`src/rtl/mc_pkg.sv`:
```
// Shared types for the multicycle controller: FSM states, opcodes, immediate/writeback codes
// and the decoded-instruction record carried from DECODE to the later states.
package mc_pkg;

  typedef enum logic [2:0] {
    S_FETCH  = 3'd0,
    S_DECODE = 3'd1,
    S_EXEC   = 3'd2,
    S_MEM    = 3'd3,
    S_WBACK  = 3'd4,
    S_TRAP   = 3'd5
  } state_t;

  localparam logic [6:0] OP_R      = 7'b0110011;
  localparam logic [6:0] OP_I      = 7'b0010011;
  localparam logic [6:0] OP_LOAD   = 7'b0000011;
  localparam logic [6:0] OP_STORE  = 7'b0100011;
  localparam logic [6:0] OP_BRANCH = 7'b1100011;
  localparam logic [6:0] OP_JAL    = 7'b1101111;

  localparam logic [1:0] IMM_I = 2'b00;
  localparam logic [1:0] IMM_S = 2'b01;
  localparam logic [1:0] IMM_B = 2'b10;
  localparam logic [1:0] IMM_J = 2'b11;

  localparam logic [1:0] WB_RAM = 2'b00;
  localparam logic [1:0] WB_ALU = 2'b01;
  localparam logic [1:0] WB_PC4 = 2'b10;

  typedef enum logic [2:0] {
    CL_ILLEGAL,
    CL_R,
    CL_I,
    CL_LOAD,
    CL_STORE,
    CL_BRANCH,
    CL_JAL
  } op_class_t;

  typedef struct packed {
    op_class_t  op_class;
    logic       alu_src;
    logic [1:0] imm_sel;
    logic [1:0] wb_sel;
  } dec_t;

  // Decode of an unrecognised opcode (including the all-zero reset opcode).
  localparam dec_t DEC_NONE = '{op_class: CL_ILLEGAL, alu_src: 1'b0, imm_sel: IMM_I, wb_sel: WB_RAM};

  function automatic logic is_mem(input op_class_t c);
    return (c == CL_LOAD) || (c == CL_STORE);
  endfunction

endpackage

```
`src/rtl/mc_decode.sv`:
```
// Combinational opcode decoder: class, ALU B-source, immediate format, writeback source, legality.
// JAL is recognised only when SUPPORT_JAL is set; anything else decodes as illegal.
module mc_decode
  import mc_pkg::*;
#(
  parameter bit SUPPORT_JAL = 1'b1
) (
  input  logic [6:0] opcode,
  output dec_t       dec,
  output logic       legal
);

  always_comb begin
    dec = DEC_NONE;
    case (opcode)
      OP_R: begin
        dec.op_class = CL_R;
        dec.alu_src  = 1'b0;
        dec.wb_sel   = WB_ALU;
      end
      OP_I: begin
        dec.op_class = CL_I;
        dec.alu_src  = 1'b1;
        dec.imm_sel  = IMM_I;
        dec.wb_sel   = WB_ALU;
      end
      OP_LOAD: begin
        dec.op_class = CL_LOAD;
        dec.alu_src  = 1'b1;
        dec.imm_sel  = IMM_I;
        dec.wb_sel   = WB_RAM;
      end
      OP_STORE: begin
        dec.op_class = CL_STORE;
        dec.alu_src  = 1'b1;
        dec.imm_sel  = IMM_S;
      end
      OP_BRANCH: begin
        dec.op_class = CL_BRANCH;
        dec.alu_src  = 1'b0;
        dec.imm_sel  = IMM_B;
      end
      OP_JAL: begin
        if (SUPPORT_JAL) begin
          dec.op_class = CL_JAL;
          dec.imm_sel  = IMM_J;
          dec.wb_sel   = WB_PC4;
        end
      end
      default: dec = DEC_NONE;
    endcase
    legal = (dec.op_class != CL_ILLEGAL);
  end

endmodule

```
`src/rtl/multicycle_control.sv`:
```
// Multicycle CPU control FSM: FETCH/DECODE/EXEC/MEM/WBACK with a sticky TRAP state.
// Zero-wait latency R/I/JAL/store 4, load 5, branch 3 cycles; memory waits bounded by MEM_TIMEOUT.
module multicycle_control
  import mc_pkg::*;
#(
  parameter int MEM_TIMEOUT = 15,
  parameter bit SUPPORT_JAL = 1'b1
) (
  input  logic       clk,
  input  logic       rst_n,
  input  logic [6:0] OPCode,
  input  logic       Zero,
  input  logic       imem_ready,
  input  logic       dmem_ready,
  output logic       imem_req,
  output logic       IRWrite,
  output logic       PCWrite,
  output logic       PCsrc,
  output logic       EnW,
  output logic       ALUsrc,
  output logic       RAMWrite,
  output logic       RAMRead,
  output logic [1:0] IMMSelect,
  output logic [1:0] WB,
  output logic       illegal,
  output logic [2:0] state
);

  localparam logic [7:0] WAIT_LAST = 8'(MEM_TIMEOUT - 1);

  state_t     cur_state;
  state_t     nxt_state;
  logic [7:0] wait_cnt;
  logic       illegal_q;
  dec_t       dec_q;
  dec_t       dec_in;
  logic       in_legal;
  logic       waiting;
  logic       timeout;

  mc_decode #(
    .SUPPORT_JAL(SUPPORT_JAL)
  ) u_decode (
    .opcode(OPCode),
    .dec   (dec_in),
    .legal (in_legal)
  );

  assign waiting = (cur_state == S_FETCH) || (cur_state == S_MEM);
  assign timeout = (wait_cnt == WAIT_LAST);

  // A ready seen in the final wait cycle takes priority over the timeout.
  always_comb begin
    nxt_state = cur_state;
    case (cur_state)
      S_FETCH: begin
        if (imem_ready)   nxt_state = S_DECODE;
        else if (timeout) nxt_state = S_TRAP;
      end
      S_DECODE: nxt_state = in_legal ? S_EXEC : S_TRAP;
      S_EXEC: begin
        case (dec_q.op_class)
          CL_R, CL_I, CL_JAL: nxt_state = S_WBACK;
          CL_LOAD, CL_STORE:  nxt_state = S_MEM;
          CL_BRANCH:          nxt_state = S_FETCH;
          default:            nxt_state = S_TRAP;
        endcase
      end
      S_MEM: begin
        if (!is_mem(dec_q.op_class)) nxt_state = S_TRAP;
        else if (dmem_ready)         nxt_state = (dec_q.op_class == CL_LOAD) ? S_WBACK : S_FETCH;
        else if (timeout)            nxt_state = S_TRAP;
      end
      S_WBACK: nxt_state = S_FETCH;
      S_TRAP:  nxt_state = S_TRAP;
      default: nxt_state = S_TRAP;
    endcase
  end

  // The latched opcode is kept in decoded form; DEC_NONE is the decode of opcode 0.
  always_ff @(posedge clk or negedge rst_n) begin
    if (!rst_n) begin
      cur_state <= S_FETCH;
      wait_cnt  <= 8'd0;
      dec_q     <= DEC_NONE;
      illegal_q <= 1'b0;
    end else begin
      cur_state <= nxt_state;
      if (nxt_state != cur_state) wait_cnt <= 8'd0;
      else if (waiting)           wait_cnt <= wait_cnt + 8'd1;
      if (cur_state == S_DECODE) dec_q <= dec_in;
      if (nxt_state == S_TRAP)   illegal_q <= 1'b1;
    end
  end

  always_comb begin
    imem_req  = 1'b0;
    IRWrite   = 1'b0;
    PCWrite   = 1'b0;
    PCsrc     = 1'b0;
    EnW       = 1'b0;
    RAMWrite  = 1'b0;
    RAMRead   = 1'b0;
    ALUsrc    = dec_q.alu_src;
    IMMSelect = dec_q.imm_sel;
    WB        = dec_q.wb_sel;
    case (cur_state)
      S_FETCH: begin
        imem_req = 1'b1;
        IRWrite  = imem_ready;
        PCWrite  = imem_ready;
      end
      S_EXEC: begin
        if (dec_q.op_class == CL_BRANCH) begin
          PCsrc   = Zero;
          PCWrite = Zero;
        end else if (dec_q.op_class == CL_JAL) begin
          PCsrc   = 1'b1;
          PCWrite = 1'b1;
        end
      end
      S_MEM: begin
        RAMRead  = (dec_q.op_class == CL_LOAD);
        RAMWrite = (dec_q.op_class == CL_STORE);
      end
      S_WBACK: EnW = 1'b1;
      default: ;
    endcase
    // Reset forces FETCH asynchronously; keep its request and load enables quiet meanwhile.
    if (!rst_n) begin
      imem_req = 1'b0;
      IRWrite  = 1'b0;
      PCWrite  = 1'b0;
      EnW      = 1'b0;
      RAMRead  = 1'b0;
      RAMWrite = 1'b0;
    end
  end

  assign illegal = illegal_q;
  assign state   = cur_state;

endmodule

```
`config.mk`:
```
export PLATFORM = sky130hd
export DESIGN_NAME = multicycle_control
export DESIGN_NICKNAME = d
export VERILOG_FILES = /design/src/rtl/mc_pkg.sv /design/src/rtl/mc_decode.sv /design/src/rtl/multicycle_control.sv
export SDC_FILE = /design/constraint.sdc
export NUM_CORES = 1
export LEC_CHECK = 0
export CORE_MARGIN = 5
export CORE_UTILIZATION = 30
export DETAILED_ROUTE_END_ITERATION = 10
export SETUP_SLACK_MARGIN = 0.5
export SYNTH_ARGS = -nofsm -noshare
export SYNTH_HDL_FRONTEND = slang
export SYNTH_SLANG_ARGS = --single-unit
```
`constraint.sdc`:
```
create_clock -name clk -period 2.4 [get_ports clk]
set_input_delay 0.36 -clock clk [delete_from_list [all_inputs] [get_ports clk]]
set_output_delay 0.36 -clock clk [all_outputs]
set_load 0.05 [all_outputs]
```
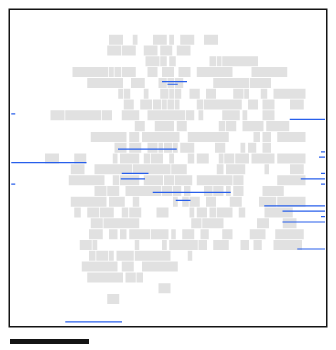
met3.png
Scale bar: 20 µm. Cells faint in the background.
The layer holds 4.3% of the routed length. The wires run mostly horizontal.
Final Routed Wirelength: 3560 µm
vias: 1293
global-route met3 utilization: 1.92%

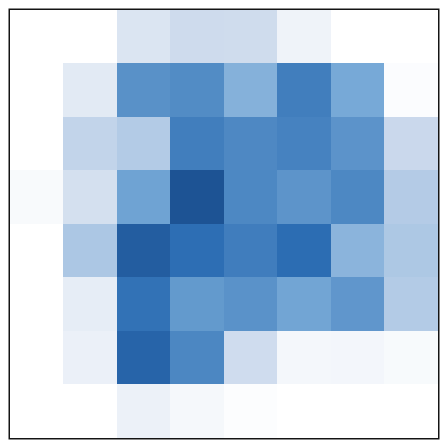
density.png
8 x 8 tiles, from white (low) to dark blue (high), 0 to 100% covered.
The fullest tile reaches 86%. The mean over all tiles is 32%. 6.2% of the tiles are over 75% full.

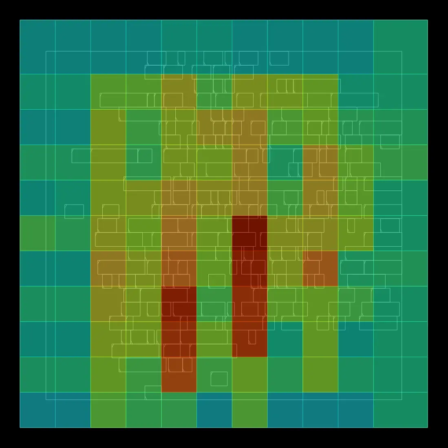
final_congestion.png
Overall Global Routing Usage: 11.5%
met2 layer usage reported by global route: 19.0%
core occupancy in the finished layout: 44.7%

==> kinds of logic after synthesis <==
| family | Yosys count |
|---|---|
| compound gates | 42 |
| xor+xnor | 8 |
| buf+inv | 16 |
| fa+ha+maj | 6 |
| flops | 20 |
| simple gates | 65 |
| mux | 2 |
==> state kept, by name, indices dropped and copies added (netlist names) <==
name       flops
ALUsrc         1
IMMSelect      2
WB             2
dec_q          3
illegal        1
state          3
wait_cnt       8
==> cell usage after synthesis (2+ instances only) <==
cell type  number  area share [%]
ha_1            6             5.2
nor3_1         10             3.4
buf_4           4             2.1
buf_2           2            0.69
a21o_1          4             2.1
nand2_1        18             4.7
a21oi_1         3             1.0
a22oi_1         2             1.0
clkbuf_1        2            0.52
a21oi_2         2             1.2
and2_1          2            0.86
nand2b_1        3             1.3
or3_1           3             1.3
inv_1           6             1.6
a211oi_2        2             1.7
nor2_1         11             2.8
xor2_1          6             3.6
mux2i_1         2             1.4
a31oi_1         2            0.86
dfrtp_1        20              34
o21ai_0        10             3.4
xnor2_1         2             1.2
nand3_1         5             1.7
==> area by class of cell <==
class                      instances  area (µm²)
sequential                        20         508
multi-input combinational        123         983
timing repair buffer              43         457
fill                             461        2610
clock buffer                       4        55.1
tap                               67        83.8
inverter                           6        25.0
==> stage by stage <==
step                      hold WS (ns)  worst slack [ns]  utilization (%)
final                            0.382             0.447             44.7
after global routing             0.414             0.371             44.7
after CTS                        0.391             0.430             44.1
after detailed placement         0.470             0.186             40.3
after global placement           0.471             0.232             40.3
after floorplan                 0.0644             0.291                -
==> timing repair <==
| item | 4_1_cts | 5_1_grt |
|---|---|---|
| setup buffers | 12 | 1 |
| pin swaps | 3 | 1 |
| resized | 14 | 7 |
| hold buffers | 0 | 0 |
| setup endpoints to repair | 15 | 13 |
| endpoints found under the hold margin | 0 | 0 |
==> power groups by stage <==
stage          Sequential, mW  Clock (mW)  Combinational [mW]
5_1_grt                 0.337       0.277              0.0617
3_5_place_dp            0.344           0              0.0547
4_1_cts                 0.337       0.258              0.0557
6_report                0.337       0.254              0.0559
3_3_place_gp            0.344           0              0.0542
2_1_floorplan           0.345           0              0.0159
==> worst max-delay path by stage <==
stage | startpoint | to | depth (start not counted)
2_1_floorplan | state[1]$_DFF_PN0_ | PCWrite | 6
3_3_place_gp | OPCode[3] | wait_cnt[0]$_DFFE_PN0P_ | 6
3_5_place_dp | OPCode[3] | wait_cnt[6]$_DFFE_PN0P_ | 6
4_1_cts | dec_q[5]$_DFFE_PN0P_ | wait_cnt[1]$_DFFE_PN0P_ | 6
5_1_grt | dec_q[5]$_DFFE_PN0P_ | wait_cnt[1]$_DFFE_PN0P_ | 6
6_report | dec_q[6]$_DFFE_PN0P_ | wait_cnt[1]$_DFFE_PN0P_ | 7
==> per-layer routing <==
| metal | GRT usage (%) | share of wire, % | up-vias | wire [µm] |
|---|---|---|---|---|
| met5 | 0 | 0 | - | 0 |
| met2 | 19.0 | 46 | 26 | 1650 |
| met1 | 14.8 | 48 | 614 | 1710 |
| met3 | 1.92 | 4.3 | 4 | 152 |
| li1 | - | - | 649 | - |
| met4 | 4.12 | 1.3 | 0 | 48 |
==> results.toml <==
# yosys + openroad results
[yosys]
synthSimpleGateAreaFrac_pct = 23.6
netlist_area_um2 = 1450
synth.distinct_cells = 55
synthMuxAreaShare_pct = 1.38

[clock_network]
clock_tree.htree_level_count = 1
clock_insertion_delay_at_the_later_pin_of_the_skew_report_ns = 0.25
cts_tree = "yes"

[setup_path]
worst-path-max-fanout = 8
critPathCaptureType = "register"
critical-path-slowest-cell = "dfrtp_1"
cpLargestDelayFamily = "AND-OR/OR-AND gates"

[cells_and_area]
layout.cells.non_filler = 263
most_used_cells_in_the_layout_excluding_fill_and_tap_cells = "dfrtp_1, nand2_1, clkdlybuf4s50_1, buf_4, o21ai_0"
fin_nets = 215

[placement]
postPlaceCellArea_um2 = 1900

[drt]
ant_nets = 0
avgRoutedWirePerCell_um = 13.5

[die]
rows = 25

[status]
status = "finished clean"

[power_and_ir_drop]
total_power_uw = 647
Power figures rest on the tool's default switching activity, not on a simulated workload.
